[src/rtl/pipe_pkg.sv]
// Shared pipeline definitions: widths and the memtoReg encodings used by the
// control unit, the MEM/WB register and the writeback stage.
package pipe_pkg;

  localparam int XLEN       = 32;
  localparam int REG_ADDR_W = 5;

  typedef enum logic [1:0] {
    WB_SEL_ALU = 2'b00,
    WB_SEL_MEM = 2'b01,
    WB_SEL_PC4 = 2'b10,
    WB_SEL_RSV = 2'b11
  } wb_sel_e;

  // Fields carried by the MEM/WB pipeline register into writeback.
  typedef struct packed {
    logic                  valid;
    logic [XLEN-1:0]       pc;
    logic                  reg_write;
    wb_sel_e               sel;
    logic [XLEN-1:0]       mem_data;
    logic [XLEN-1:0]       alu_out;
    logic [REG_ADDR_W-1:0] rd;
  } memwb_t;

endpackage

[src/rtl/wb_mux.sv]
// Writeback value selector: ALU result, load data or link address (PC+4).
module wb_mux
  import pipe_pkg::*;
#(
  parameter int XLEN = pipe_pkg::XLEN
) (
  input  logic [1:0]      sel,
  input  logic [XLEN-1:0] pc,
  input  logic [XLEN-1:0] mem_data,
  input  logic [XLEN-1:0] alu_out,
  output logic [XLEN-1:0] wb_data
);

  always_comb begin
    wb_data = alu_out;
    case (wb_sel_e'(sel))
      WB_SEL_MEM: wb_data = mem_data;
      // Link address wraps naturally at XLEN bits.
      WB_SEL_PC4: wb_data = pc + XLEN'(4);
      default:    wb_data = alu_out;
    endcase
  end

endmodule

[src/rtl/wb_regfile.sv]
// Writeback stage: selects the MEM/WB result, commits it to the integer
// register file, serves the two ID read ports with bypass, counts retirements.
module wb_regfile
  import pipe_pkg::*;
#(
  parameter int XLEN  = pipe_pkg::XLEN,
  parameter int NREG  = 32,
  parameter int CNT_W = 32
) (
  input  logic                  clk,
  input  logic                  rst,
  input  logic                  wb_valid,
  input  logic [XLEN-1:0]       PC_in,
  input  logic                  regWrite_in,
  input  logic [1:0]            memtoReg_in,
  input  logic [XLEN-1:0]       readMemData_in,
  input  logic [XLEN-1:0]       ALUOut_in,
  input  logic [REG_ADDR_W-1:0] rd_in,
  input  logic [REG_ADDR_W-1:0] rs1_addr,
  input  logic [REG_ADDR_W-1:0] rs2_addr,
  output logic [XLEN-1:0]       rs1_data,
  output logic [XLEN-1:0]       rs2_data,
  output logic [XLEN-1:0]       wb_data,
  output logic                  wb_we,
  output logic [CNT_W-1:0]      retire_cnt
);

  localparam int AW     = (NREG > 1) ? $clog2(NREG) : 1;
  localparam int NUM_RD = 2;

  logic [NREG-1:0][XLEN-1:0]   regs;
  logic [AW-1:0]               rd_idx;
  logic [NUM_RD-1:0][AW-1:0]   rs_idx;
  logic [NUM_RD-1:0][XLEN-1:0] rd_data;

  wb_mux #(.XLEN(XLEN)) u_wb_mux (
    .sel      (memtoReg_in),
    .pc       (PC_in),
    .mem_data (readMemData_in),
    .alu_out  (ALUOut_in),
    .wb_data  (wb_data)
  );

  assign rd_idx    = AW'(32'(rd_in) % NREG);
  assign rs_idx[0] = AW'(32'(rs1_addr) % NREG);
  assign rs_idx[1] = AW'(32'(rs2_addr) % NREG);

  // A bubble or a write to x0 never strobes, so bypass and count follow too.
  assign wb_we = wb_valid & regWrite_in & (rd_idx != '0);

  for (genvar p = 0; p < NUM_RD; p++) begin : g_rd
    always_comb begin
      rd_data[p] = regs[rs_idx[p]];
      if (rs_idx[p] == '0)
        rd_data[p] = '0;
      else if (wb_we && rs_idx[p] == rd_idx)
        rd_data[p] = wb_data;
    end
  end

  assign rs1_data = rd_data[0];
  assign rs2_data = rd_data[1];

  always_ff @(posedge clk) begin
    if (rst) begin
      regs       <= '0;
      retire_cnt <= '0;
    end else if (wb_we) begin
      regs[rd_idx] <= wb_data;
      retire_cnt   <= retire_cnt + 1'b1;
    end
  end

endmodule

[config.mk]
export PLATFORM = sky130hd
export DESIGN_NAME = wb_regfile
export DESIGN_NICKNAME = d
export VERILOG_FILES = /design/src/rtl/pipe_pkg.sv /design/src/rtl/wb_mux.sv /design/src/rtl/wb_regfile.sv
export SDC_FILE = /design/constraint.sdc
export NUM_CORES = 2
export LEC_CHECK = 0
export CAP_MARGIN = 25
export CELL_PAD_IN_SITES_DETAIL_PLACEMENT = 0
export CELL_PAD_IN_SITES_GLOBAL_PLACEMENT = 1
export CORE_UTILIZATION = 40
export CTS_CLUSTER_DIAMETER = 40
export DETAILED_ROUTE_END_ITERATION = 16
export PLACE_DENSITY_LB_ADDON = 0.1
export RECOVER_POWER = 50
export SLEW_MARGIN = 20
export SYNTH_ARGS = -nofsm -noshare
export SYNTH_HDL_FRONTEND = slang
export SYNTH_SLANG_ARGS = --single-unit
[constraint.sdc]
create_clock -name clk -period 7.82 [get_ports clk]
set_input_delay 0.782 -clock clk [delete_from_list [all_inputs] [get_ports clk]]
set_output_delay 0.782 -clock clk [all_outputs]
set_load 0.02 [all_outputs]
==> flow_metrics.py <==
# Auto-generated metrics
metrics = {
    "outcome": {
        "outcome": "complete, but fails checks",
        "violations": "capacitance limit, slew limit",
    },
    "detailed_routing": {
        "routed_via_density": 6.176,
        "wl_met1_microns": 98270,
        "routed_wl_microns": 221000,
    },
    "clock_tree": {
        "clock-sinks": 1056,
        "clkTransAtPathRegs_ps": 50,
        "cts-buffers-inserted": 175,
        "clockBufferDepth": 3,
    },
    "run": {
        "warnings": 40,
        "max-cap-violations": 1,
    },
    "setup_path": {
        "start_kind": "primary input",
        "crit_chain": "clkbuf_1, clkbuf_2, nand3b_1, o21ai_0",
        "critPathRequiredTime_ps": 8470,
        "critical_path.endpoint": "regs[885]",
        "cp.arrival_ps": 7200,
        "ff2ff_setup_slack_ps": 4930,
        "slowest_stage": "clkbuf_1",
    },
    "grt": {
        "grt_pass1_vias": 43490,
        "grtUsageMet2_pct": 46.15,
        "grt_max_degree": 175,
        "grtUsageMet3_pct": 7.143,
        "grt_use_met1_pct": 45.22,
        "grt_overflow": 0,
        "grt_usage_pct": 31.40,
        "antenna_found_initial": 10,
    },
    "logic_synthesis": {
        "ys_area_sq_mm": 0.05491,
        "synthXorXnorAreaFrac_pct": 0.9251,
        "adder_share_pct": 0.09114,
        "synthCells": 5619,
        "ys_async_sr_fraction_pct": 0,
        "netlist_area_sq_mm": 0.05491,
        "top_cell_area_share_pct": 38.50,
        "synth-seq-cells": 1056,
        "synth_seq_share_pct": 38.50,
        "synthAoiAreaFrac_pct": 15.68,
        "fp_nets": 5740,
        "edf_count": 0,
        "ys_types": 73,
        "synth_top_cell_by_count": "dfxtp_1",
    },
    "floorplanning": {
        "fp_util_pct": 40.44,
        "dieArea_sq_mm": 0.1388,
        "rows": 135,
    },
    "final_layout": {
        "sh_comb_area_pct": 48.32,
        "diodes": 3,
        "seqCellArea_sq_mm": 0.02114,
        "drive_gt1_share_pct": 21.80,
        "n_all_inverters": 43,
        "clkCellAreaFrac_pct": 9.861,
        "signal_buffers": 395,
        "top_regs": "regs x1024, retire_cnt x32",
        "lay_top_count": "dfxtp_1",
        "largest_reg_flops": 1024,
        "comb_cells": 3896,
        "layout.nets": 5688,
        "layout_top_cells": "1,056 x dfxtp_1, 973 x nor2_1, 542 x mux4_2",
    },
    "timing": {
        "finalClockPeriodUsage_pct": 83.71,
        "fin_tns_setup_ps": 0,
        "drv_slew": 128,
        "skew_ps": 5.844,
    },
    "power_and_ir_drop": {
        "pg_comb_mw": 1.37,
        "switching_power_mw": 3.914,
        "p_int_mw": 11.41,
        "p_total_mw": 15.32,
        "power_frac_clock_pct": 55.5,
        "switching_share_pct": 25.55,
        "combPwrFrac_pct": 9.0,
        "pg_clk_mw": 8.51,
    },
    "hold_path": {
        "whs_endpoint": "regs[644]",
    },
    "place": {
        "dp_slack_ps": 2206,
        "port_buffers": 245,
        "globalplace.congestion": 0.8769,
    },
}
==> images/floorplan.png <==
Pins as bars on the die edge.
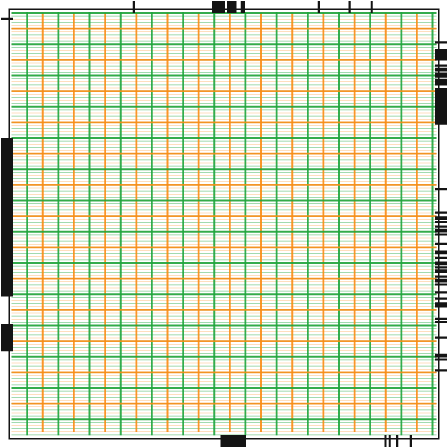
colour	net
orange	VDD
green	VSS
met1 rails	136
met5 straps	27
met4 straps	27
signal pins	246
Die Ht: 372.5 microns
die x size: 372.5 microns
VDD IR max: 172.6 uV
CORE AREA: 0.1358 sq mm

==> images/ff_map.png <==
Other cells in grey.
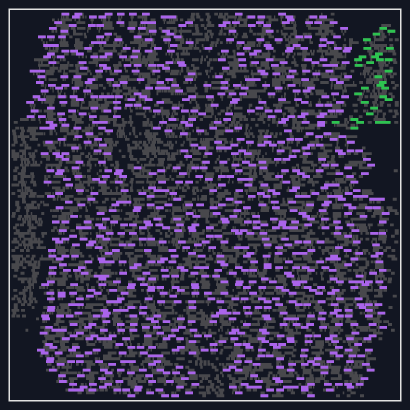
colour	netlist name	placed flops	where
purple	regs	1,024	spread over the die
green	retire_cnt	32	north-east
Sequential Power: 5.44 mW
Seq/total area: 32.41%

Power figures rest on the tool's default switching activity, not on a simulated workload.
